**Cell placement**

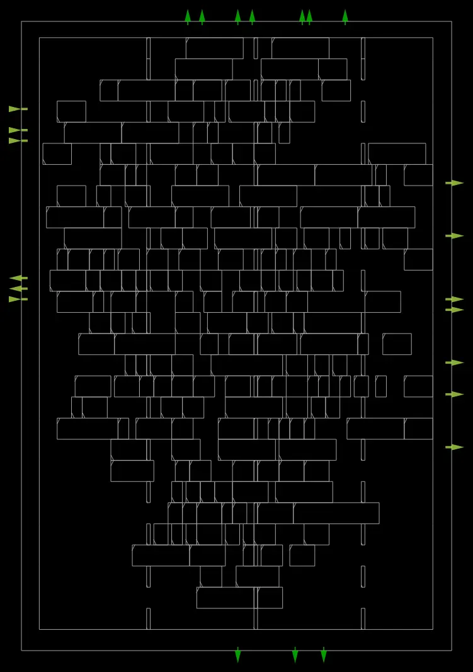
**The metal 3 layer**

Scale: 4 px per µm.
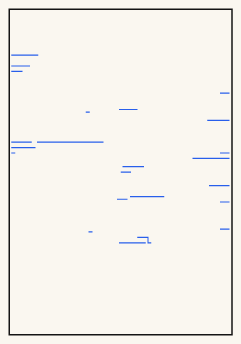
**Where the registers sit**

Scale: 8 px per µm. Other sequential cells in the stronger grey, the rest of the logic in the fainter grey.
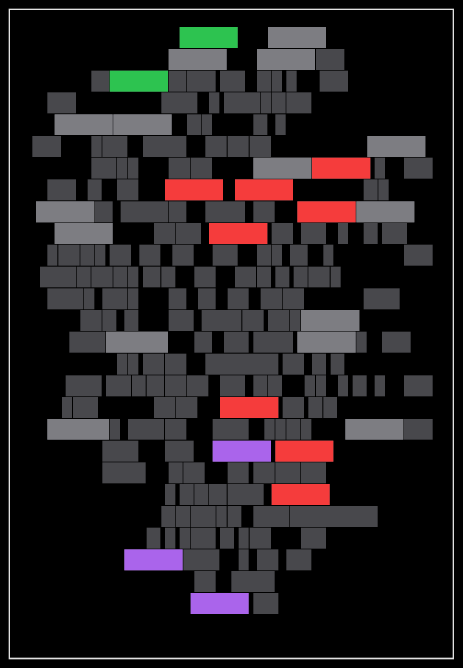
===== src/rtl/sar_pkg.sv =====
// sar_pkg: shared state encoding and constants for the SAR ADC sequencer
package sar_pkg;
   typedef enum logic [1:0] {IDLE, SAMPLE, STEP} state_t;
   localparam int SYNC_STAGES = 2;
   localparam int AVG_LOG2 = 2;
endpackage


===== src/rtl/sar_adc_ctrl_if.sv =====
// sar_adc_ctrl_if: start/comparator inputs and DAC/result outputs of the SAR sequencer
interface sar_adc_ctrl_if #(parameter int WIDTH = 8);
   logic start;
   logic comp_in;
   logic sample_en;
   logic busy;
   logic done;
   logic [WIDTH-1:0] dac_code;
   logic [WIDTH-1:0] result;
   modport master(output start, comp_in, input dac_code, sample_en, busy, done, result);
   modport slave(input start, comp_in, output dac_code, sample_en, busy, done, result);
endinterface


===== src/rtl/sar_sync.sv =====
// sar_sync: multi-flop synchronizer for the asynchronous comparator output
module sar_sync #(parameter int STAGES = 2) (
   input  logic clk,
   input  logic rst,
   input  logic d,
   output logic q
);
   logic [STAGES-1:0] sync_q, sync_d;
   always_comb sync_d = {sync_q[STAGES-2:0], d};
   always_ff @(posedge clk) sync_q <= rst ? '0 : sync_d;
   assign q = sync_q[STAGES-1];
endmodule


===== src/rtl/sar_adc_ctrl.sv =====
// sar_adc_ctrl: successive-approximation sequencer driving DAC code and track/hold
// SAR_AVG_EN: when defined, each start averages four back-to-back conversions
module sar_adc_ctrl
   import sar_pkg::*;
#(
   parameter int WIDTH = 8,
   parameter int SETTLE = 3
) (
   input logic clk,
   input logic rst,
   sar_adc_ctrl_if.slave bus
);
   localparam int IW = (WIDTH > 2) ? $clog2(WIDTH) : 1;
   localparam int CW = $clog2(SETTLE + 1);
   state_t state_q, state_d;
   logic [CW-1:0] cnt_q, cnt_d;
   logic [IW-1:0] bit_q, bit_d;
   logic [WIDTH-1:0] dac_q, dac_d, res_q, res_d, trial, kept;
   logic sample_q, sample_d, busy_q, busy_d, done_q, done_d, comp_sync, last;
`ifdef SAR_AVG_EN
   logic [AVG_LOG2-1:0] conv_q, conv_d;
   logic [WIDTH+AVG_LOG2-1:0] sum_q, sum_d, sum_n;
`endif
   sar_sync #(.STAGES(SYNC_STAGES)) u_sync (.clk(clk), .rst(rst), .d(bus.comp_in), .q(comp_sync));
   // dac_q doubles as the accumulator of decided bits plus the current trial bit
   always_comb begin
      state_d = state_q;
      cnt_d = cnt_q;
      bit_d = bit_q;
      dac_d = dac_q;
      res_d = res_q;
      sample_d = sample_q;
      busy_d = busy_q;
      done_d = 1'b0;
      trial = WIDTH'(1) << bit_q;
      kept = comp_sync ? dac_q : dac_q & ~trial;
      last = cnt_q == CW'(SETTLE);
`ifdef SAR_AVG_EN
      conv_d = conv_q;
      sum_d = sum_q;
      sum_n = sum_q + (WIDTH+AVG_LOG2)'(kept);
`endif
      case (state_q)
         IDLE: if (bus.start) begin
            state_d = SAMPLE;
            cnt_d = '0;
            sample_d = 1'b1;
            busy_d = 1'b1;
            dac_d = '0;
`ifdef SAR_AVG_EN
            conv_d = '0;
            sum_d = '0;
`endif
         end
         SAMPLE: begin
            cnt_d = last ? '0 : cnt_q + 1'b1;
            if (last) begin
               state_d = STEP;
               bit_d = IW'(WIDTH - 1);
               sample_d = 1'b0;
               dac_d = {1'b1, {(WIDTH-1){1'b0}}};
            end
         end
         STEP: begin
            cnt_d = last ? '0 : cnt_q + 1'b1;
            if (last && bit_q != '0) begin
               bit_d = bit_q - 1'b1;
               dac_d = kept | (trial >> 1);
            end else if (last) begin
               dac_d = kept;
               state_d = IDLE;
               busy_d = 1'b0;
               done_d = 1'b1;
`ifdef SAR_AVG_EN
               res_d = WIDTH'(sum_n >> AVG_LOG2);
               if (conv_q != '1) begin
                  conv_d = conv_q + 1'b1;
                  sum_d = sum_n;
                  state_d = SAMPLE;
                  sample_d = 1'b1;
                  busy_d = 1'b1;
                  done_d = 1'b0;
                  dac_d = '0;
                  res_d = res_q;
               end
`else
               res_d = kept;
`endif
            end
         end
         default: state_d = IDLE;
      endcase
   end
   always_ff @(posedge clk) begin
      if (rst) begin
         state_q <= IDLE;
         cnt_q <= '0;
         bit_q <= '0;
         dac_q <= '0;
         res_q <= '0;
         sample_q <= 1'b0;
         busy_q <= 1'b0;
         done_q <= 1'b0;
      end else begin
         state_q <= state_d;
         cnt_q <= cnt_d;
         bit_q <= bit_d;
         dac_q <= dac_d;
         res_q <= res_d;
         sample_q <= sample_d;
         busy_q <= busy_d;
         done_q <= done_d;
      end
   end
`ifdef SAR_AVG_EN
   always_ff @(posedge clk) begin
      conv_q <= rst ? '0 : conv_d;
      sum_q <= rst ? '0 : sum_d;
   end
`endif
   assign bus.dac_code = dac_q;
   assign bus.sample_en = sample_q;
   assign bus.busy = busy_q;
   assign bus.done = done_q;
   assign bus.result = res_q;
endmodule


===== src/flat_wrapper.sv =====
// flat-port wrapper written by rule: the top's interface ports become plain ports
module sar_adc_ctrl_flat import sar_pkg::*;
#(
   parameter int WIDTH = 8,
   parameter int SETTLE = 3
)
  (clk, rst, bus_start, bus_comp_in, bus_dac_code, bus_sample_en, bus_busy, bus_done, bus_result);
  sar_adc_ctrl_if #(.WIDTH(WIDTH)) bus_i ();
  input logic clk;
  input logic rst;
  input wire logic [$bits(bus_i.start)-1:0] bus_start;
  input wire logic [$bits(bus_i.comp_in)-1:0] bus_comp_in;
  output wire logic [$bits(bus_i.dac_code)-1:0] bus_dac_code;
  output wire logic [$bits(bus_i.sample_en)-1:0] bus_sample_en;
  output wire logic [$bits(bus_i.busy)-1:0] bus_busy;
  output wire logic [$bits(bus_i.done)-1:0] bus_done;
  output wire logic [$bits(bus_i.result)-1:0] bus_result;
  assign bus_i.start = bus_start;
  assign bus_i.comp_in = bus_comp_in;
  assign bus_dac_code = bus_i.dac_code;
  assign bus_sample_en = bus_i.sample_en;
  assign bus_busy = bus_i.busy;
  assign bus_done = bus_i.done;
  assign bus_result = bus_i.result;
  sar_adc_ctrl #(.WIDTH(WIDTH), .SETTLE(SETTLE)) u_core (.clk(clk), .rst(rst), .bus(bus_i));
endmodule

===== config.mk =====
export PLATFORM = sky130hd
export DESIGN_NAME = sar_adc_ctrl_flat
export DESIGN_NICKNAME = d
export VERILOG_FILES = /design/src/rtl/sar_pkg.sv /design/src/rtl/sar_adc_ctrl_if.sv /design/src/rtl/sar_sync.sv /design/src/rtl/sar_adc_ctrl.sv /design/src/flat_wrapper.sv
export SDC_FILE = /design/constraint.sdc
export NUM_CORES = 1
export LEC_CHECK = 0
export ABC_CLOCK_PERIOD_IN_PS = 1600
export CAP_MARGIN = 20
export CELL_PAD_IN_SITES_DETAIL_PLACEMENT = 0
export CELL_PAD_IN_SITES_GLOBAL_PLACEMENT = 1
export CORE_ASPECT_RATIO = 1.5
export CORE_MARGIN = 2
export CORE_UTILIZATION = 35
export CTS_CLUSTER_DIAMETER = 120
export CTS_CLUSTER_SIZE = 10
export DETAILED_ROUTE_END_ITERATION = 8
export HOLD_SLACK_MARGIN = 0.15
export PLACE_DENSITY = 0.83
export SYNTH_ARGS = -nofsm -noshare
export SYNTH_HDL_FRONTEND = slang
export SYNTH_SLANG_ARGS = --single-unit

===== constraint.sdc =====
create_clock -name clk -period 1.6 [get_ports clk]
set_input_delay 0.32 -clock clk [delete_from_list [all_inputs] [get_ports clk]]
set_output_delay 0.32 -clock clk [all_outputs]
set_load 0.02 [all_outputs]

==> flow_summary.ini <==
; synthesis and place-and-route metrics
[outcome]
status = finished, final reports clean

[final_timing]
setup_violations = 0
worstMarginPinSlew_ns = 0.333
fin_worst_skew_ns = 0.00752
tns_ns = 0
period_used_pct = 96.9
timing.final.ws_setup_ns = 0.0498
slew-limit-headroom_pct = 77.8
hold_ws_ns = 0.452
max_clock_freq_mhz = 645
final_hold_viol_count = 0
layout_min_cycle_time_ns = 1.55

[run]
maxCapViolCount = 0
warnings = 34

[global_route]
grt_pass1_wl_mm = 5.55
grt_pass1_vias = 1265
antenna_found_initial = 0
grtUsageTotal_pct = 15.4
overflow = 0
grt_max_degree = 17

[logic_synthesis]
fp_nets = 178
synth-cells-yosys = 163
synthCells = 163
ff_type = dfxtp_1
largest_area_cell = dfxtp_1
synth-edff-count = 0
numSynthFlops = 28
postSynthSeqShare_pct = 40.5
syn_avg_cell_area_um2 = 8.48
synth_top_area_share_pct = 40.5
synth_cell_types = 34
top_cells_by_area = dfxtp_1, ha_1, a21oi_1
yosys_warnings = 0
syn_area_mm2 = 0.00138
synth-async-reset-ratio_pct = 0
yosys_area_mm2 = 0.00138

[critical_path]
setup.worst_path.class = flip-flop to output port
cp.depth = 1
crit_path_end_kind = output port
cpPeakStageDelay_ns = 0.60
arrival_ns = 1.23
cp-start-kind = flip-flop
reg2reg_depth = 6
cp_max_fo = 2
crit_buf_inv = 1
crit_chain = clkdlybuf4s50_1
rrSetupSlack_ns = 0.07
worstReg2RegStart = u_core.bit_q[0]$_SDFFE_PP0P_
required_ns = 1.28
crit_family = buffers and inverters
reg2reg_to = u_core.bus.dac_code[2]$_SDFFE_PP0P_
crit_path_top_delay_cell = clkdlybuf4s50_1

[floorplanning]
io_pins = 23
chipArea_mm2 = 0.00448
die.size.y_um = 81.0
fp.dieW_um = 55.3
coreArea_mm2 = 0.00385
initCoreUtil_pct = 35.9
nWellTaps = 45

[place]
placed_area_mm2 = 0.00180
dp_slack_ns = -0.144
gp_congestion = 0.802
place_hpwl_mm = 2.62
port-buffer-count = 22
post-place-cells = 246

[routing]
post-route-drc-count = 0
drt-initial-drc-count = 34
wl_per_cell_um = 13.7
drt_pass1_iterations = 4
ant_nets = 0
vias_per_cell = 5.20

[finish]
nonClkBufAreaFrac_pct = 20.8
clockBufferCount = 3
dominant_cells = combinational gates
fin_nets = 221
clkCellAreaFrac_pct = 3.73
fin_cells = 250
nNonClkBuffers = 45
drive_above_1_share_pct = 20.0
sh_comb_area_pct = 42.2
n_antenna_cell = 0
syn2layout_area_growth_pct = 38.5
fill_cells = 388
combGateArea_um2 = 807
stdcell_area_mm2 = 0.00191
inv_count = 5
comb_cells = 123
layout.area.seq_um2 = 563

[min_path]
hp-start = u_core.u_sync.sync_q[0]$_SDFF_PP0_
whs_path_depth = 1
min_to = u_core.u_sync.sync_q[1]$_SDFF_PP0_
hp-class = flip-flop to flip-flop

[clocking]
cts.clk_slew.worst_paths_ns = 0.10
root_buffer = clkbuf_8
h-tree-depth = 1
cts_setup_buffers = 0
cts_max_path_buffers = 2
cts_made_buffers = 3
cts_tree = done
clkLatencyLatePin_ns = 0.28
clock_sinks = 28

[pwr]
power.net_switching_uw = 451
clock_power_share_pct = 33.7
leakagePower_nw = 0.829
max-vdd-ir-drop_uv = 679
power_frac_comb_pct = 21.2
swShare_pct = 26.9
p_seq_share_pct = 45.1
power.density_mw_per_mm2 = 875
intPower_mw = 1.22
Back to the opening pictures, 'cell placement':
flop count: 28
# rows: 28
final core area utilization: 49.7%

Back to the opening pictures, 'the metal 3 layer':
20 nets have wire on it. The layer holds 3.0% of the routed length. The wires run mostly horizontal. The layer carries 103 µm of wire. The longest straight run is 16.3 µm.
met3 usage: 2.07%
vias: 1,299
DRT Wirelength: 3.43 mm

Back to the opening pictures, 'where the registers sit':
Key: red = u_core.bus.dac_code [sequential cells 8]; purple = u_core.bit_q [sequential cells 3]; green = u_core.u_sync.sync_q [sequential cells 2]
Another 15 sequential cells are not coloured.
Flop+latch power: 755 µW
sequential cell area share: 29.4%

==> per-stage QoR <==
stage	utilization, %	power (mW)
floorplan	-	0.980
global placement	46.6	1.09
detailed placement	46.6	1.10
CTS	48.3	1.67
global route	49.7	1.76
finish	49.7	1.68
==> layer usage <==
| metal | up-vias | share of wire, % | global-route usage (%) | wire length, µm |
|---|---|---|---|---|
| li1 | 654 | - | - | - |
| met2 | 28 | 56 | 30.4 | 1930 |
| met3 | 6 | 3.0 | 2.07 | 103 |
| met5 | - | 0 | 0 | 0 |
| met4 | 0 | 1.9 | 7.07 | 65 |
| met1 | 611 | 39 | 15.9 | 1330 |
==> kinds of logic after synthesis <==
logic type	share of synthesized area, %
buffers and inverters	3.89
and+or+nand+nor	24.4
adders and majority gates	9.95
AOI/OAI and AO/OA	21.2
DFF	40.5
==> cell usage after synthesis (all sizes together) (3+ instances only) <==
cell type  instances
a32oi              3
dfxtp             28
a21o               4
inv                5
nor2              11
o21ai              5
nand2b             3
a21oi             22
nand2             25
buf                5
nor2b              3
ha                11
o2bb2ai            3
nand3b             6
nand3              7
==> how the worst max path moves through the flow <==
stage	startpoint	end
6_report	u_core.bus.result[1]$_SDFFE_PP0P_	bus_result[1]
4_1_cts	u_core.bus.dac_code[3]$_SDFFE_PP0P_	bus_dac_code[3]
5_1_grt	u_core.bit_q[0]$_SDFFE_PP0P_	u_core.bus.dac_code[2]$_SDFFE_PP0P_
3_3_place_gp	bus_start	u_core.bus.dac_code[5]$_SDFFE_PP0P_
3_5_place_dp	bus_start	u_core.bus.dac_code[2]$_SDFFE_PP0P_
2_1_floorplan	u_core.state_q[0]$_SDFFE_PP0P_	u_core.bus.dac_code[1]$_SDFFE_PP0P_
==> power by group through the flow <==
stage / sequential [mW] / combinational, mW / clock (mW)
2_1_floorplan: 0.775 / 0.205 / 0
3_3_place_gp: 0.768 / 0.326 / 0
3_5_place_dp: 0.770 / 0.334 / 0
4_1_cts: 0.754 / 0.339 / 0.572
5_1_grt: 0.762 / 0.393 / 0.605
6_report: 0.755 / 0.355 / 0.565
==> state kept, by name, indices dropped and copies added (netlist names) <==
register,cells
u_core.bit_q,3
u_core.bus.busy,1
u_core.bus.dac_code,8
u_core.bus.done,1
u_core.bus.result,8
u_core.bus.sample_en,1
u_core.cnt_q,2
u_core.state_q,2
u_core.u_sync.sync_q,2
==> placed cells by master (no fill, tap or decap), drive strengths merged, types with 2 or more instances in the layout <==
| cell | count |
|---|---|
| dfxtp | 28 |
| o21ai | 5 |
| a21oi | 22 |
| nand3 | 7 |
| nand2 | 25 |
| a21o | 4 |
| and2 | 2 |
| nand3b | 6 |
| nor3 | 2 |
| a32oi | 3 |
| dlymetal6s2s | 5 |
| dlygate4sd2 | 6 |
| buf | 23 |
| o2bb2ai | 3 |
| clkbuf | 3 |
| nor2b | 3 |
| ha | 11 |
| nor2 | 11 |
| and2b | 2 |
| or3b | 2 |
| clkdlybuf4s50 | 11 |
| a221oi | 2 |
| nand2b | 3 |
| inv | 5 |
==> what timing repair did <==
action,in CTS,in global routing
pin swaps,0,1
hold buffers,0,0
setup endpoints to repair,10,23
gates resized,7,16
No activity file was given, so power comes from the tool's default toggle rates.
